Figure 1. Placement view.
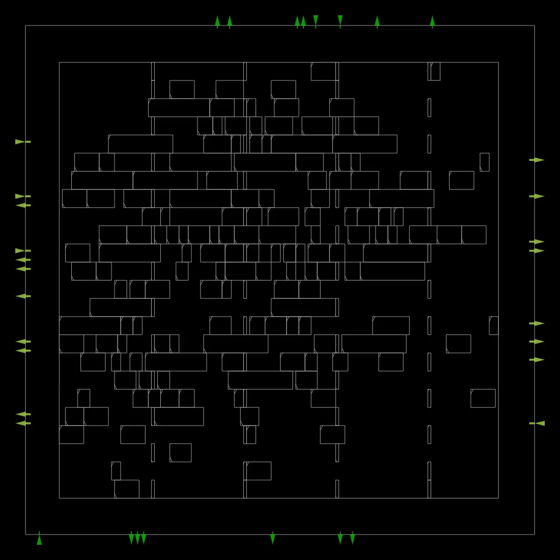
Figure 2. I/O pins on the die edge.
Pins as bars across the die edge, other pins in gray.
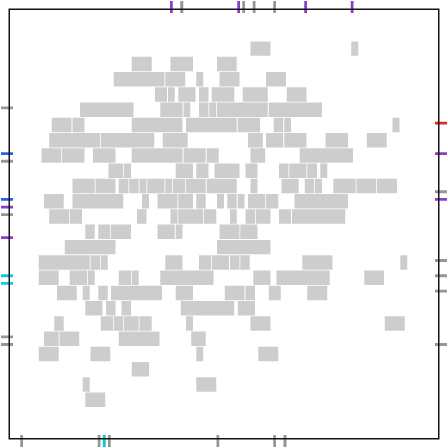
Figure 3. Wiring by layer.
Bar = 20 µm.
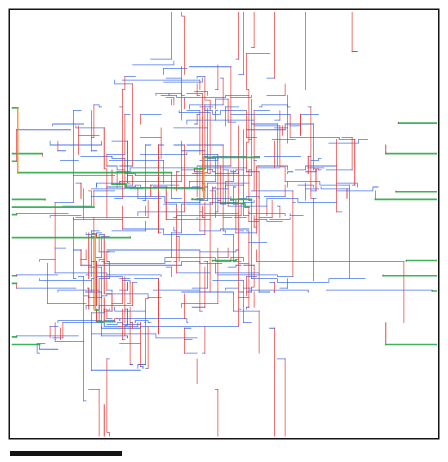
Figure 4. Clock network drawn from the DEF.
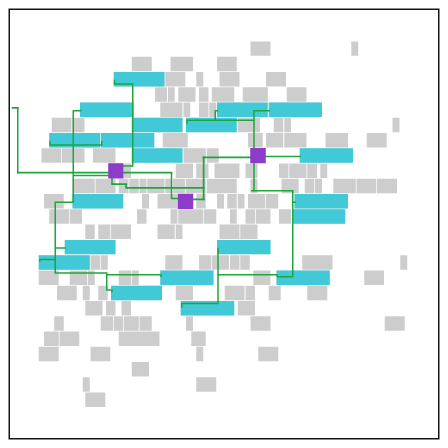
Figure 5. Port wiring.
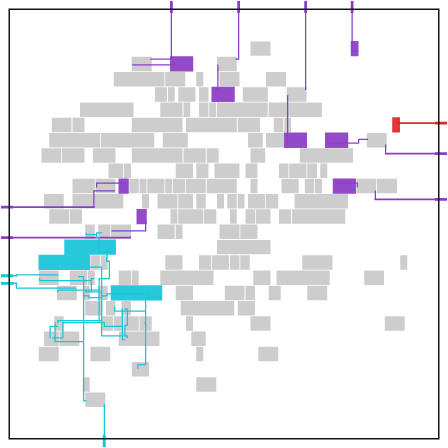
`config.mk`:
```
export PLATFORM = sky130hd
export DESIGN_NAME = stack_pointer_unit_flat
export DESIGN_NICKNAME = d
export VERILOG_FILES = /design/src/rtl/stack_pointer_unit_if.sv /design/src/rtl/stack_pointer_unit.sv /design/src/flat_wrapper.sv
export SDC_FILE = /design/constraint.sdc
export NUM_CORES = 1
export LEC_CHECK = 0
export ABC_AREA = 0
export CAP_MARGIN = 25
export CORE_MARGIN = 5
export CORE_UTILIZATION = 30
export CTS_BUF_LIST = sky130_fd_sc_hd__clkbuf_4
export DETAILED_ROUTE_END_ITERATION = 6
export HOLD_SLACK_MARGIN = 0.03
export PLACE_DENSITY = 0.62
export SLEW_MARGIN = 20
export SYNTH_ARGS = -nofsm -noshare
export SYNTH_HDL_FRONTEND = slang
export SYNTH_SLANG_ARGS = --single-unit
```
`constraint.sdc`:
```
create_clock -name clk -period 3.3 [get_ports clk]
set_clock_uncertainty 0.1 [all_clocks]
set_input_delay 0.495 -clock clk [delete_from_list [all_inputs] [get_ports clk]]
set_output_delay 0.495 -clock clk [all_outputs]
set_load 0.02 [all_outputs]
```
`src/rtl/stack_pointer_unit_if.sv`:
```
// Command/memory-access bundle for stack_pointer_unit: the command handshake
// plus the data-memory address, strobes and jump request it produces.
interface stack_pointer_unit_if #(
    parameter int SP_WIDTH = 8
);
    logic                cmd_valid;
    logic                cmd_ready;
    logic [1:0]          cmd_op;
    logic [SP_WIDTH-1:0] mem_addr;
    logic                mem_we;
    logic                mem_re;
    logic                jump_req;

    modport master (
        output cmd_valid, cmd_op,
        input  cmd_ready, mem_addr, mem_we, mem_re, jump_req
    );

    modport slave (
        input  cmd_valid, cmd_op,
        output cmd_ready, mem_addr, mem_we, mem_re, jump_req
    );
endinterface

```
`src/rtl/stack_pointer_unit.sv`:
```
// Stack pointer unit: two-state IDLE/ACCESS sequencer for PUSH/POP/CALL/RETURN.
// Optional macro SP_BOUNDS_TRAP_EN turns overflow/underflow into trapped no-ops.
module stack_pointer_unit #(
    parameter int                    SP_WIDTH = 8,
    parameter logic [SP_WIDTH-1:0]   SP_INIT  = 8'h3E,
    parameter int                    STEP     = 2,
    parameter int                    DEPTH    = 4
) (
    input  logic                         clk,
    input  logic                         rst_n,
    input  logic                         flush,
    input  logic                         err_clr,
    stack_pointer_unit_if.slave          bus,
    output logic [SP_WIDTH-1:0]          sp,
    output logic [$clog2(DEPTH+1)-1:0]   depth,
    output logic                         empty,
    output logic                         full,
    output logic                         ovf_err,
    output logic                         unf_err
);
    localparam int DW = $clog2(DEPTH+1);

    localparam logic [0:0] ST_IDLE   = 1'b0;
    localparam logic [0:0] ST_ACCESS = 1'b1;

    logic [0:0]          state_q, state_d;
    logic [1:0]          op_q, op_d;
    logic [SP_WIDTH-1:0] addr_q, addr_d;
    logic                trap_q, trap_d;
    logic [SP_WIDTH-1:0] sp_q, sp_d;
    logic [DW-1:0]       depth_q, depth_d;
    logic                ovf_q, ovf_d;
    logic                unf_q, unf_d;

    logic accept;
    logic push_cmd;
    logic bad_cmd;
    logic strobe_en;

    assign accept   = (state_q == ST_IDLE) && bus.cmd_valid;
    assign push_cmd = ~bus.cmd_op[0];

`ifdef SP_BOUNDS_TRAP_EN
    assign bad_cmd = (push_cmd && full) || (!push_cmd && empty);
`else
    assign bad_cmd = 1'b0;
    wire unused_err_clr = err_clr;
`endif

    always_comb begin
        state_d = state_q;
        op_d    = op_q;
        addr_d  = addr_q;
        trap_d  = trap_q;
        sp_d    = sp_q;
        depth_d = depth_q;

        if (flush) begin
            state_d = ST_IDLE;
            trap_d  = 1'b0;
            sp_d    = SP_INIT;
            depth_d = '0;
        end else if (accept) begin
            state_d = ST_ACCESS;
            op_d    = bus.cmd_op;
            addr_d  = push_cmd ? sp_q + SP_WIDTH'(STEP) : sp_q;
            trap_d  = bad_cmd;
        end else if (state_q == ST_ACCESS) begin
            state_d = ST_IDLE;
            trap_d  = 1'b0;
            // Depth saturates so it stays meaningful even when sp wraps untrapped
            if (!trap_q) begin
                if (!op_q[0]) begin
                    sp_d = sp_q + SP_WIDTH'(STEP);
                    if (depth_q != DW'(DEPTH)) depth_d = depth_q + DW'(1);
                end else begin
                    sp_d = sp_q - SP_WIDTH'(STEP);
                    if (depth_q != '0) depth_d = depth_q - DW'(1);
                end
            end
        end
    end

    always_comb begin
        ovf_d = 1'b0;
        unf_d = 1'b0;
`ifdef SP_BOUNDS_TRAP_EN
        ovf_d = err_clr ? 1'b0 : ovf_q;
        unf_d = err_clr ? 1'b0 : unf_q;
        if (!flush && accept && bad_cmd) begin
            if (push_cmd) ovf_d = 1'b1;
            else          unf_d = 1'b1;
        end
`endif
    end

    always_ff @(posedge clk or negedge rst_n) begin
        if (!rst_n) begin
            state_q <= ST_IDLE;
            op_q    <= 2'b00;
            addr_q  <= SP_INIT;
            trap_q  <= 1'b0;
            sp_q    <= SP_INIT;
            depth_q <= '0;
            ovf_q   <= 1'b0;
            unf_q   <= 1'b0;
        end else begin
            state_q <= state_d;
            op_q    <= op_d;
            addr_q  <= addr_d;
            trap_q  <= trap_d;
            sp_q    <= sp_d;
            depth_q <= depth_d;
            ovf_q   <= ovf_d;
            unf_q   <= unf_d;
        end
    end

    assign strobe_en     = (state_q == ST_ACCESS) && !trap_q;
    assign bus.cmd_ready = (state_q == ST_IDLE);
    assign bus.mem_addr  = (state_q == ST_ACCESS) ? addr_q : sp_q;
    assign bus.mem_we    = strobe_en && !op_q[0];
    assign bus.mem_re    = strobe_en &&  op_q[0];
    assign bus.jump_req  = strobe_en &&  op_q[1];

    assign sp      = sp_q;
    assign depth   = depth_q;
    assign empty   = (depth_q == '0);
    assign full    = (depth_q == DW'(DEPTH));
    assign ovf_err = ovf_q;
    assign unf_err = unf_q;
endmodule
```
`src/flat_wrapper.sv`:
```
// flat-port wrapper written by rule: the top's interface ports become plain ports
module stack_pointer_unit_flat 
#(
    parameter int                    SP_WIDTH = 8,
    parameter logic [SP_WIDTH-1:0]   SP_INIT  = 8'h3E,
    parameter int                    STEP     = 2,
    parameter int                    DEPTH    = 4
)
  (clk, rst_n, flush, err_clr, sp, depth, empty, full, ovf_err, unf_err, bus_cmd_valid, bus_cmd_op, bus_cmd_ready, bus_mem_addr, bus_mem_we, bus_mem_re, bus_jump_req);
  stack_pointer_unit_if #(.SP_WIDTH(SP_WIDTH)) bus_i ();
  input  logic clk;
  input  logic rst_n;
  input  logic flush;
  input  logic err_clr;
  output logic [SP_WIDTH-1:0] sp;
  output logic [$clog2(DEPTH+1)-1:0] depth;
  output logic empty;
  output logic full;
  output logic ovf_err;
  output logic unf_err;
  input wire logic [$bits(bus_i.cmd_valid)-1:0] bus_cmd_valid;
  input wire logic [$bits(bus_i.cmd_op)-1:0] bus_cmd_op;
  output wire logic [$bits(bus_i.cmd_ready)-1:0] bus_cmd_ready;
  output wire logic [$bits(bus_i.mem_addr)-1:0] bus_mem_addr;
  output wire logic [$bits(bus_i.mem_we)-1:0] bus_mem_we;
  output wire logic [$bits(bus_i.mem_re)-1:0] bus_mem_re;
  output wire logic [$bits(bus_i.jump_req)-1:0] bus_jump_req;
  assign bus_i.cmd_valid = bus_cmd_valid;
  assign bus_i.cmd_op = bus_cmd_op;
  assign bus_cmd_ready = bus_i.cmd_ready;
  assign bus_mem_addr = bus_i.mem_addr;
  assign bus_mem_we = bus_i.mem_we;
  assign bus_mem_re = bus_i.mem_re;
  assign bus_jump_req = bus_i.jump_req;
  stack_pointer_unit #(.SP_WIDTH(SP_WIDTH), .SP_INIT(SP_INIT), .STEP(STEP), .DEPTH(DEPTH)) u_core (.clk(clk), .rst_n(rst_n), .flush(flush), .err_clr(err_clr), .bus(bus_i), .sp(sp), .depth(depth), .empty(empty), .full(full), .ovf_err(ovf_err), .unf_err(unf_err));
endmodule
```
==> run notes <==
Purpose: to document the outcome of synthesis and place and route.

Setup path
The logic depth of the worst register-to-register path is 5. Looking at the reg2reg group, the worst path starts from u_core.state_q. For the worst setup path, the data arrival time is 2.08 ns. STA classifies the critical path startpoint as a register.

The kind of end point of the critical path is a primary output. The startpoint-to-endpoint class of the critical path is reg -> out. The endpoint identified for the worst register-to-register timing path is u_core.sp[7]. The required time at the worst endpoint is listed as 2.70 ns. The timing report gives the worst reg2reg path a setup slack of 1.20 ns. The peak fanout along the critical path is 20.

Timing
The normalized max-slew margin is 51.53%. The number of max-slew violations in the final report is 0. Setup repair after global routing left no endpoint under its margin. Post-route period utilization is reported as 81.14%. The final tally of hold violations is 0. The slew at the pin closest to its max-slew limit is 0.7271 ns. The setup violation total in the final timing report is 0. Counting I/O delays and the setup requirement, the final critical path takes 2.678 ns. The sum of negative setup slack is 0 ns.

Per the timing report, the achievable frequency comes out to 0.3735 GHz.

CTS
The number of buffers inserted by hold repair at cts is 0. The number of buffers created by CTS is 3. Once the clock tree was built, the resizer swapped 0 gates to a different size. The clock sink count is 20.

The CTS tree is done. In the CTS report, the clock slew at the register clock pins of the worst setup and hold paths is listed as 0.11 ns. Looking at the clock tree report, the maximum root-to-sink buffer count equals 2. The post-CTS setup-driven buffer insertion count is 0. Per the CTS log, the root buffer master is sky130_fd_sc_hd__clkbuf_4. The H-tree depth reported by CTS is 1.

Outcome
The flow ran to the end, and the final reports show no timing, DRC or antenna violations.

Layout
Per the final layout report, the fraction of cells sized above drive strength 1 comes to 18.75%. The count of filler cells inserted in the layout is 430. The area growth from synthesis to layout is 24.81%. The final antenna diode tally reported by the flow is 0. In the layout the commonest cells are 28 x sky130_fd_sc_hd__clkdlybuf4s50_1, 12 x sky130_fd_sc_hd__nor2_1, 10 x sky130_fd_sc_hd__dfstp_2, 10 x sky130_fd_sc_hd__dfrtp_1, 9 x sky130_fd_sc_hd__mux2_2. The net total in the final layout is 171.

The final report gives the core utilization as 38.26%. The most common cell after layout, fill and taps aside is sky130_fd_sc_hd__clkdlybuf4s50_1. The final design instance area without fill is 0.001643 mm².

Logic synthesis
In the synthesis report, Yosys lists the chip area as 0.001316 mm². Counting flops with a built-in enable in the synthesized netlist gives 0. The number of different library cells used by synthesis comes to 43. The synthesis report lists the Yosys warning total as 0. The number of cells in Yosys stat is 137. The post-synth register bit count is 20.

The mean instance size in the synthesized netlist is 9.608 µm². The combined area of all synthesized cells is 0.001316 mm². The synthesis report gives the async set-or-reset register share as 100.0%. Synthesis handed over a netlist of 137 instances. The register share after synthesis is 38.97%. The commonest register cell is sky130_fd_sc_hd__dfstp_2.

GRT
The number of global-route vias before repair is 1,057. Entering global routing, the biggest net connects 21 pins. Global routing used 10.48% of the available tracks.

The number of antenna violations at the first check in global routing is 0. The global route stage reports its total congestion overflow as 0. The first-pass GRT wire length is 5.154 mm.

Die
The overall die size recorded for this design is 0.005813 mm². The initial cell density of the core is 30.65%. The die height is 76.24 µm. The floorplan step set the die width to 76.24 µm. After floorplanning, the core was sized to cover 0.004294 mm². The number of rows created at floorplan is 24.

Power
The script computed a power per unit cell area of 414.5 mW/mm². In this run the static leakage power is 0.6238 nW. The design draws 0.6810 mW. The worst supply voltage drop on vdd is 0.0002037 V.

Place
The wire-length estimate of the detail-placed layout is 2.100 mm. In this run the cell area measured after placement is 0.001602 mm². The final weighted congestion recorded by global placement is 0.7643. The cell count after placement is 207.

Route
For this run, design rule violations remaining after detail routing come to 0. The detail-routed via count per cell is 4.962. The post-detailed-route wirelength per cell is 14.02 µm.

In this run the top signal layer used is met4. The routed via count is 1,052. The routed wirelength on the met1 layer is recorded as 1.389 mm. The number of detailed-route iterations in the first pass is 4. The met2 wire length is 1.362 mm. The wire length on met3 is 189 µm. Per the post-route antenna check, the number of violating nets is 0. After the first detailed-routing iteration, the DRC count stood at 42.

The routed wire length is 2.973 mm.

Worst hold path
The worst min-delay path category is in -> async.

Run
The run reported a max-capacitance violation count of 0. The number of warnings the tools reported is 28.
## Picture notes: Figure 1
number of cells in the finished layout apart from fillers: 212
number of sequential cells: 20

## Picture notes: Figure 2
[cyan] `depth` | pins: 3 | direction: output | edge: 2 left, 1 bottom
[red] `unf_err` | pins: 1 | direction: output | edge: right
[purple] `bus_mem_addr` | pins: 8 | direction: output | edge: 4 top, 2 left, 2 right
[blue] `bus_cmd_op` | pins: 2 | direction: input | edge: left

## Picture notes: Figure 3
[blue] metal 1 | wire length: 1,390 µm
[orange] metal 4 | wire length: 32.6 µm
[red] metal 2 | wire length: 1,360 µm
[green] metal 3 | wire length: 189 µm

## Picture notes: Figure 4
[green] clock wires | length: 280 µm
[cyan] flip-flops | count: 20
[purple] clock drivers | count: 3
routed clock nets: 4
Skew-Pair Late Insertion Delay: 0.31 ns
fraction of power consumed by the clock network: 18.0%
clock group total power: 0.123 mW

## Picture notes: Figure 5
[cyan] `depth` | bits: 3 | direction: output | edge: 2 left, 1 bottom | end cells: 3 | buffers: 3 | wire: 201 µm
[purple] `bus_mem_addr` | bits: 8 | direction: output | edge: 4 top, 2 left, 2 right | end cells: 8 | buffers: 7 | wire: 154 µm
[red] `unf_err` | bits: 1 | direction: output | edge: right | end cells: 1 | buffers: 0 | wire: 6.80 µm
Boundary Pins: 34
count of input and output buffers: 28

==> worst max-delay path, cell delays in order, from the launching register on <==
cell and delay, ns:
sky130_fd_sc_hd__dfrtp_1 0.83, sky130_fd_sc_hd__mux2_2 0.41, sky130_fd_sc_hd__clkdlybuf4s50_1 0.54
==> worst max-delay path by stage <==
stage | from | slack [ns] | to
after CTS | u_core.state_q | 0.59 | bus_mem_addr[3]
after floorplan | u_core.sp[1] | 1.36 | bus_mem_addr[1]
final | u_core.state_q | 0.62 | bus_mem_addr[3]
after detailed placement | flush | 0.95 | u_core.addr_q[7]
after global placement | u_core.state_q | 0.97 | bus_mem_addr[3]
after global routing | u_core.state_q | 0.52 | bus_mem_addr[7]
==> cell type report <==
class / instances / area (µm²) / area share, %
inverters: 6 / 22.52 / 1.371
flip-flops and latches: 20 / 513.0 / 31.23
clock buffers: 3 / 22.52 / 1.371
clock inverters: 1 / 3.754 / 0.2285
repair buffers: 31 / 310.3 / 18.89
multi-input cells: 99 / 705.7 / 42.95
well taps: 52 / 65.06 / 3.960
==> registers in the layout, summed over array words and instances (netlist names) <==
| signal | cells |
|---|---|
| u_core.addr_q | 7 |
| u_core.depth | 3 |
| u_core.op_q | 2 |
| u_core.sp | 7 |
| u_core.state_q | 1 |
==> stage by stage <==
stage               hold WS (ns)  worst slack, ns
global placement          0.3845           0.9741
finish                    0.3560           0.6223
CTS                       0.4105           0.5905
detailed placement        0.3892           0.9504
floorplan                0.09941            1.360
global route              0.3677           0.5189
==> Yosys cell counts (4+ instances only) <==
cell	number	area (µm²)
sky130_fd_sc_hd__nor2_1	12	45.04
sky130_fd_sc_hd__dfrtp_1	10	250.2
sky130_fd_sc_hd__dfstp_2	10	262.8
sky130_fd_sc_hd__mux2_2	9	101.4
sky130_fd_sc_hd__a21oi_1	8	40.04
sky130_fd_sc_hd__o21ai_0	8	40.04
sky130_fd_sc_hd__xnor2_1	8	70.07
sky130_fd_sc_hd__inv_1	6	22.52
sky130_fd_sc_hd__buf_2	5	25.02
sky130_fd_sc_hd__a31oi_1	4	25.02
sky130_fd_sc_hd__buf_4	4	30.03
sky130_fd_sc_hd__clkbuf_1	4	15.01
sky130_fd_sc_hd__nand2_1	4	15.01
sky130_fd_sc_hd__nor2b_1	4	25.02
==> layer usage <==
| layer | vias up | track usage, % |
|---|---|---|
| met3 | 7 | 4.137 |
| met5 | - | 0 |
| li1 | 512 | - |
| met4 | 0 | 2.622 |
| met2 | 34 | 16.52 |
| met1 | 499 | 13.39 |
==> cells by family after synthesis <==
| family | Yosys count | synth area share (%) |
|---|---|---|
| AOI/OAI and AO/OA | 24 | 10.46 |
| xor gates and xnor gates | 10 | 6.654 |
| adders and majority gates | 3 | 3.422 |
| buffers and inverters | 21 | 8.269 |
| DFF | 20 | 38.97 |
| muxes | 12 | 10.08 |
| other | 1 | 0.2849 |
| and+or+nand+nor | 46 | 21.86 |
==> power by group <==
part / switching [mW] / internal (mW) / leakage (nW) / total (mW)
clock network: 0.0785 / 0.0442 / 0.0154 / 0.123
logic: 0.107 / 0.114 / 0.374 / 0.221
registers: 0.0470 / 0.291 / 0.234 / 0.338
No activity file was given, so power comes from the tool's default toggle rates.
